run_1/m3.png
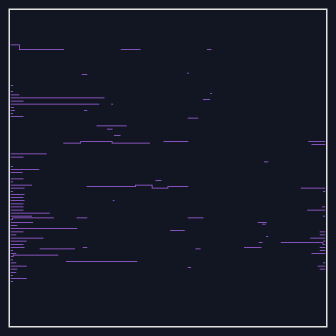
run_1/port_trees.png
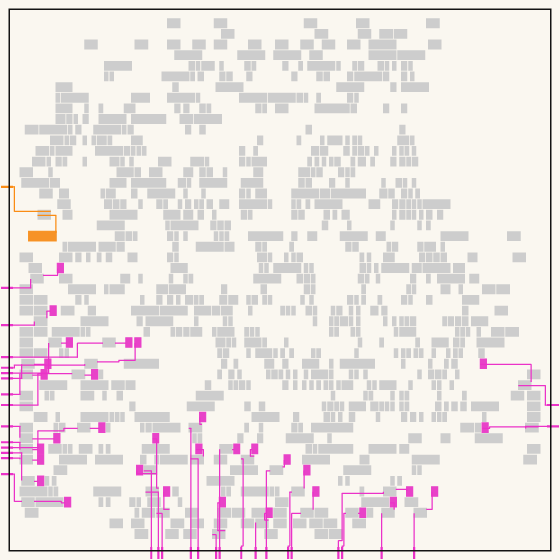
run_1/ff_map.png
Other sequential cells in the stronger grey, the rest of the logic in the fainter grey.
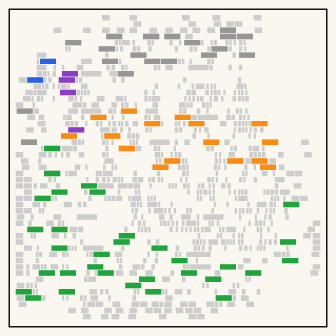
==> config.mk <==
export PLATFORM = sky130hd
export DESIGN_NAME = sisc_fetch_unit_flat
export DESIGN_NICKNAME = d
export VERILOG_FILES = /design/src/rtl/sisc_fetch_unit_if.sv /design/src/rtl/sisc_fetch_unit.sv /design/src/flat_wrapper.sv
export SDC_FILE = /design/constraint.sdc
export NUM_CORES = 1
export LEC_CHECK = 0
export ABC_AREA = 1
export CORE_MARGIN = 2
export CORE_UTILIZATION = 25
export CTS_CLUSTER_DIAMETER = 50
export DETAILED_ROUTE_END_ITERATION = 10
export PLACE_DENSITY = 0.44
export SKIP_CTS_REPAIR_TIMING = 1
export SYNTH_ARGS = -nofsm -noshare
export SYNTH_HDL_FRONTEND = slang
export SYNTH_SLANG_ARGS = --single-unit
==> constraint.sdc <==
create_clock -name clk -period 2.3 [get_ports clk]
set_input_delay 0.23 -clock clk [delete_from_list [all_inputs] [get_ports clk]]
set_output_delay 0.23 -clock clk [all_outputs]
set_load 0.01 [all_outputs]
==> impl_metrics.yaml, run 1 <==
# physical design summary
status:
  status: "completed"
critical_path:
  critPathCaptureType: "flip-flop"
  r2r.worst_path.cells: 10
  worst-path-buf-inv: 0
  rrSetupSlack_ps: 380
  path_max_fanout: 4
  cpMaxStageDelayCell: "fa_1"
  crit_type: "reg -> reg"
  critPathTopFamily: "adder cells"
  cpMostUsedCell: "nand2_1"
  crit_cells: 10
  critPathMaxStageDelay_ps: 410
  path_cells: "ha_1 -> fa_1 -> nand2_1 -> nand2_1 -> and2_1 -> xor2_1 -> o21ai_1 -> nand2_1 -> nor2_1 -> nor2_1"
  worstPathRequired_ps: 2530
  crit_arrival_ps: 2150
  start_kind: "flip-flop"
power_and_ir_drop:
  total_power_w: 0.00462
  switching_power_w: 0.00156
  p_leak_nw: 2.69
  power.density_nw_per_um2: 730
  clkPwrFrac_pct: 31.1
  p_seq_share_pct: 34.3
  p_int_w: 0.00305
  ir_drop_mv: 0.330
  switching_share_pct: 33.9
  combPwrFrac_pct: 34.6
final_timing:
  whs_ps: 462
  max-slew-margin-rel_pct: 60.8
  setup_tns_ps: 0
  worstMarginPinSlew_ps: 587
  drv_slew: 0
  finalClockPeriodUsage_pct: 83.5
  setup_violations: 0
  fin_crit_ps: 1920
  skew_ps: 7.85
  timing.fmax_mhz: 521
  rsz0062_at_grt: "no"
  hold_viol: 0
  setup_ws_ps: 380
layout:
  antennaDiodeCount: 0
  layout.cells.non_filler: 1047
  drive_gt1_share_pct: 7.09
  fin_nets: 880
  fill_cells: 1942
  layout.area.seq_um2: 1460
  largest_register_ffs: 32
  design_area_um2: 6320
  area_delta_synth_final_pct: 40.7
  logic_area_um2: 2380
clock_tree:
  cts_root_buffer: "clkbuf_16"
  path_clk_slew_ps: 60
  clk_latency_ps: 350
  htree_levels: 3
  cts_tree: "built"
  cts_made_buffers: 9
  cts.path.max_buffers: 2
  clkSinkCount: 73
global_route:
  track_usage_pct: 15.4
  grt_pass1_vias: 4815
  grt-ovfl-total: 0
  grt_pass1_wl_um: 24000
  grt_max_degree: 50
  antenna_found_initial: 0
run:
  cap_viol_max_count: 0
  openroad.warnings: 29
worst_hold_path:
  hp-class: "reg -> reg"
  holdPathStages: 2
yosys:
  common_cells: "nand2_1 (147), inv_1 (88), nor2_1 (78), dfxtp_1 (73), a21oi_1 (61)"
  synth_area_um2: 4490
  yosys-stat-area_um2: 4490
  top_cell: "nand2_1"
  synthArstFlopShare_pct: 0
  synth_cell_types: 35
  syn_nets: 759
  ff_type: "dfxtp_1"
  syn_avg_cell_area_um2: 6.48
  synthCells: 693
  edf_count: 0
  ys_ff: 73
  top_cells_by_area: "dfxtp_1 (33%), nand2_1 (12%), inv_1 (7.4%)"
  yosys_warnings: 0
  yosys-stat-cells: 693
  yosysSeqAreaShare_pct: 32.5
  yosysTopAreaCell: "dfxtp_1"
  synth_top_area_share_pct: 32.5
floorplanning:
  dieArea_um2: 19100
  die_h_um: 138
  initCoreUtil_pct: 25.3
  rows: 49
  core_area_um2: 17800
  die_x_um: 138
routing:
  dr.pass1.iters: 4
  viasPerCell: 4.49
  drc: 0
  ant_nets: 0
  drt-initial-drc-count: 205
  wl_per_cell_um: 13.9
placed_design:
  post_dp_cell_area_um2: 6020
  dp_hpwl_um: 11300
  placed_cells: 1032
  dpl_worst_slack_ps: 282
  routabilityCongestion: 0.789
Notes on m3.png above:
share of all routed wire	4.7%
main direction	horizontal
longest straight run	40.7 um
nets with wire on the layer	84
Via Count: 4701
Routed WL: 14600 um
GR Layer Usage met3: 2.94%

Notes on port_trees.png above:
port	colour	bits	direction	edge	end cells	wire
`imem_imem_rdata`	magenta	32	input	16 south, 14 west, 2 east	32	607 um
`br_taken`	orange	1	output	west	1	25.2 um
Port Buf Inserts: 136
# IOs: 137

Notes on ff_map.png above:
name in the netlist	colour	sequential cells
`u_core.state_reg`	blue	2
`u_core.cnt_reg`	purple	4
`u_core.ir`	green	32
`u_core.pc`	orange	16
not coloured	19
fin util: 35.5%
Seq/total area: 23.1%

## run 1: worst min-delay path: cells and delay by family, from the launching register on
kind | cells | cell delay, ps
DFF | 1 | 310
and+or+nand+nor | 1 | 60
AOI/OAI and AO/OA | 1 | 50
## run 1: kinds of logic after synthesis
logic type	count (synthesis)	synth area share (%)
DFF	73	32.5
AOI/OAI and AO/OA	133	15.3
adders and majority gates	22	6.30
and+or+nand+nor	311	29.7
buffers and inverters	145	14.4
xor gates and xnor gates	9	1.76
## run 1: power by group through the flow
| stage | registers [W] | logic (W) | clock network [W] |
|---|---|---|---|
| final | 0.00158 | 0.00160 | 0.00144 |
| after global routing | 0.00161 | 0.00178 | 0.00153 |
| after CTS | 0.00159 | 0.00162 | 0.00149 |
| after detailed placement | 0.00162 | 0.00162 | 0 |
| after global placement | 0.00161 | 0.00161 | 0 |
| after floorplan | 0.00165 | 0.000867 | 0 |
## run 1: per-layer routing
layer	track usage (%)	vias to the layer above	wire length, um
met3	2.94	23	686
met5	0	-	0
met4	5.80	0	293
met2	27.3	110	7070
li1	-	2434	-
met1	18.6	2134	6550
## run 1: placed cells by master, fill, tap and decap left out, types with 4 or more instances in the layout
cell / count
o21ai_0: 54
inv_1: 88
dfxtp_1: 73
buf_4: 23
nand2_2: 4
clkbuf_16: 9
nor2_1: 78
nand3_1: 60
clkdlybuf4s50_1: 136
o21ai_1: 11
inv_2: 6
xor2_1: 6
nand2_1: 147
a21oi_1: 61
nor3_1: 4
ha_1: 21
## run 1: area by class of cell
cell class | count | share of cell area [%]
repair buffers | 159 | 24.3
well taps | 229 | 4.53
multi-input cells | 475 | 37.7
inverters | 96 | 5.70
clock buffers | 10 | 3.78
flip-flops and latches | 73 | 23.1
clock inverters | 5 | 0.891
run_1/route_heat.png
28 x 28 tiles, from black (low) to pale yellow (high), scaled to the fullest tile. Values are wire area over tile area, all layers added.
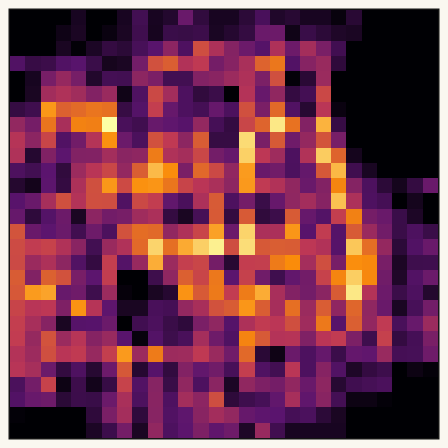

==> run 2, diff against run 1 <==
Clock period 2.3 ns to 1.9 ns, I/O delays scaled along.
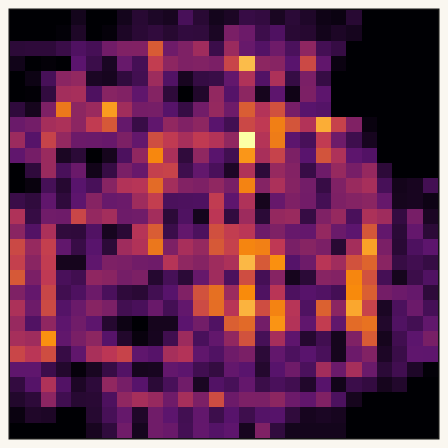
run_2/route_heat.png
28 x 28 tiles, from black (low) to pale yellow (high), scaled to the fullest tile. Values are wire area over tile area, all layers added.
fullest tile	0.48
mean over tiles	0.12
emptiest ninth of the die	north-east
densest ninth of the die	centre
nearly empty tiles	14%
tiles over half the peak	11%
wire length per cell: 13.9 um
total track usage: 15.7%
Routed WL: 14800 um

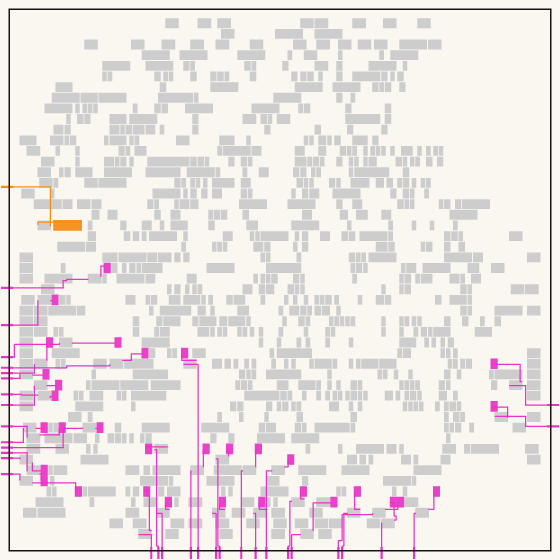
run_2/port_trees.png
port	colour	bits	direction	edge	end cells	wire
`br_taken`	orange	1	output	west	1	31.6 um
`imem_imem_rdata`	magenta	32	input	16 south, 14 west, 2 east	32	612 um

==> impl_metrics.yaml, run 2 <==
# physical design summary
final_timing:
  worstMarginPinSlew_ps: 620
  setup_violations: 0
  drv_slew: 0
  fin_crit_ps: 1790
  max-slew-margin-rel_pct: 58.6
  setup_ws_ps: 112
  finalClockPeriodUsage_pct: 94.1
  hold_viol: 0
  timing.fmax_mhz: 559
  skew_ps: 5.60
placed_design:
  placed_cells: 1041
  io_buffers: 136
  dp_hpwl_um: 11500
  routabilityCongestion: 0.814
  dpl_worst_slack_ps: 32.0
  post_dp_cell_area_um2: 6120
critical_path:
  crit_type: "reg -> reg"
  path_max_fanout: 4
  crit_arrival_ps: 2020
  r2r.worst_path.cells: 10
  worstPathRequired_ps: 2130
  critPathCaptureType: "flip-flop"
  start_kind: "flip-flop"
  rrSetupSlack_ps: 110
yosys:
  syn_nets: 759
  edf_count: 0
  synthArstFlopShare_pct: 0
  synthCells: 693
  ys_ff: 73
  yosys-stat-cells: 693
  top_logic_kind: "simple AND/OR/NAND/NOR gates"
  yosys_warnings: 0
  common_cells: "nand2_1 (147), inv_1 (88), nor2_1 (78), dfxtp_1 (73), a21oi_1 (61)"
  synthAdderAreaFrac_pct: 6.30
  ys_sh_xor_pct: 1.76
  top_cell: "nand2_1"
  top_cells_by_area: "dfxtp_1 (33%), nand2_1 (12%), inv_1 (7.4%)"
  synth_cell_types: 35
  syn_avg_cell_area_um2: 6.48
  yosys-stat-area_um2: 4490
  ff_type: "dfxtp_1"
  synth_top_area_share_pct: 32.5
  yosysSeqAreaShare_pct: 32.5
  synth_area_um2: 4490
  yosysTopAreaCell: "dfxtp_1"
  aoi_share_pct: 15.3
  mux_share_pct: 0
  synthSimpleGateAreaFrac_pct: 29.7
layout:
  design_area_um2: 6490
  antennaDiodeCount: 0
  largest_register_ffs: 32
  final_common_cell: "nand2_1"
  layout.cells.non_filler: 1060
  area_delta_synth_final_pct: 44.4
  drive_gt1_share_pct: 9.87
  fin_nets: 892
  lay_top_cells: "nand2_1 (144), clkdlybuf4s50_1 (135), inv_1 (88)"
  fin_util_pct: 36.5
worst_hold_path:
  holdPathStages: 2
  hp-class: "in -> reg"
power_and_ir_drop:
  switching_power_w: 0.00189
  clkPwrFrac_pct: 30.4
  combPwrFrac_pct: 35.8
  switching_share_pct: 33.4
  ir_drop_mv: 0.511
  total_power_w: 0.00565
  power.density_nw_per_um2: 871
  p_int_w: 0.00376
  p_seq_share_pct: 33.8
  p_leak_nw: 2.77
routing:
  ant_nets: 0
  drt-initial-drc-count: 194
  viasPerCell: 4.50
  drc: 0
  vias: 4771
  dr.pass1.iters: 5
clock_tree:
  cts_made_buffers: 9
  clk_latency_ps: 340
  clkSinkCount: 73
  htree_levels: 3
  cts_tree: "built"
  cts.path.max_buffers: 2
  cts_root_buffer: "clkbuf_16"
  path_clk_slew_ps: 60
global_route:
  grt_pass1_vias: 4818
  grt_max_degree: 50
  grt_use_met2_pct: 27.8
  grt-ovfl-total: 0
  use_met3_pct: 3.33
  top_usage_layer: "met2"
  antenna_found_initial: 0
  use_met1_pct: 18.8
  grt_pass1_wl_um: 24400
run:
  cap_viol_max_count: 0
  openroad.warnings: 29
status:
  status: "completed"
floorplanning:
  io_pins: 137
  rows: 49
  die_h_um: 138
  dieArea_um2: 19100
  core_area_um2: 17800
  die_x_um: 138
  initCoreUtil_pct: 25.3
[run 2: final cells by class]
type	count	area, um2
well taps	229	287
clock inverters	5	55.1
fillers	1936	11300
repair buffers	171	1650
clock buffers	11	243
inverters	96	360
multi-input cells	475	2430
flip-flops and latches	73	1460
[run 2: worst max-delay path: stages, from the launching register on]
cell and delay (ps):
dfxtp_2 350, ha_1 330, or2_1 260, nand3_1 130, nand2_1 140, nand2_1 110
nand2_1 50, nand2_1 50, nand3_1 60, nand2_1 120, a21oi_1 80
[run 2: power groups by stage]
| stage | Combinational, W | Clock, W | Sequential [W] |
|---|---|---|---|
| 5_1_grt | 0.00225 | 0.00184 | 0.00194 |
| 3_5_place_dp | 0.00203 | 0 | 0.00194 |
| 6_report | 0.00202 | 0.00172 | 0.00191 |
| 3_3_place_gp | 0.00202 | 0 | 0.00193 |
| 4_1_cts | 0.00204 | 0.00178 | 0.00191 |
| 2_1_floorplan | 0.00105 | 0 | 0.00200 |
[run 2: per-layer routing]
metal  part of all wire, %  up-vias
met2                    49      115
li1                      -     2456
met3                   4.2       20
met1                    45     2180
met5                     0        -
met4                   1.9        0
[run 2: cell families after synthesis]
| group | after synthesis |
|---|---|
| AOI/OAI and AO/OA | 133 |
| xor gates and xnor gates | 9 |
| adders and majority gates | 22 |
| buffers and inverters | 145 |
| DFF | 73 |
| and+or+nand+nor | 311 |
[run 2: per-stage QoR]
step,setup TNS [ps],hold slack [ps]
final,0,457
after global routing,-6.43,482
after CTS,-7.36,448
after detailed placement,0,451
after global placement,0,451
after floorplan,0,269
Power is estimated from default activity; no workload was simulated.
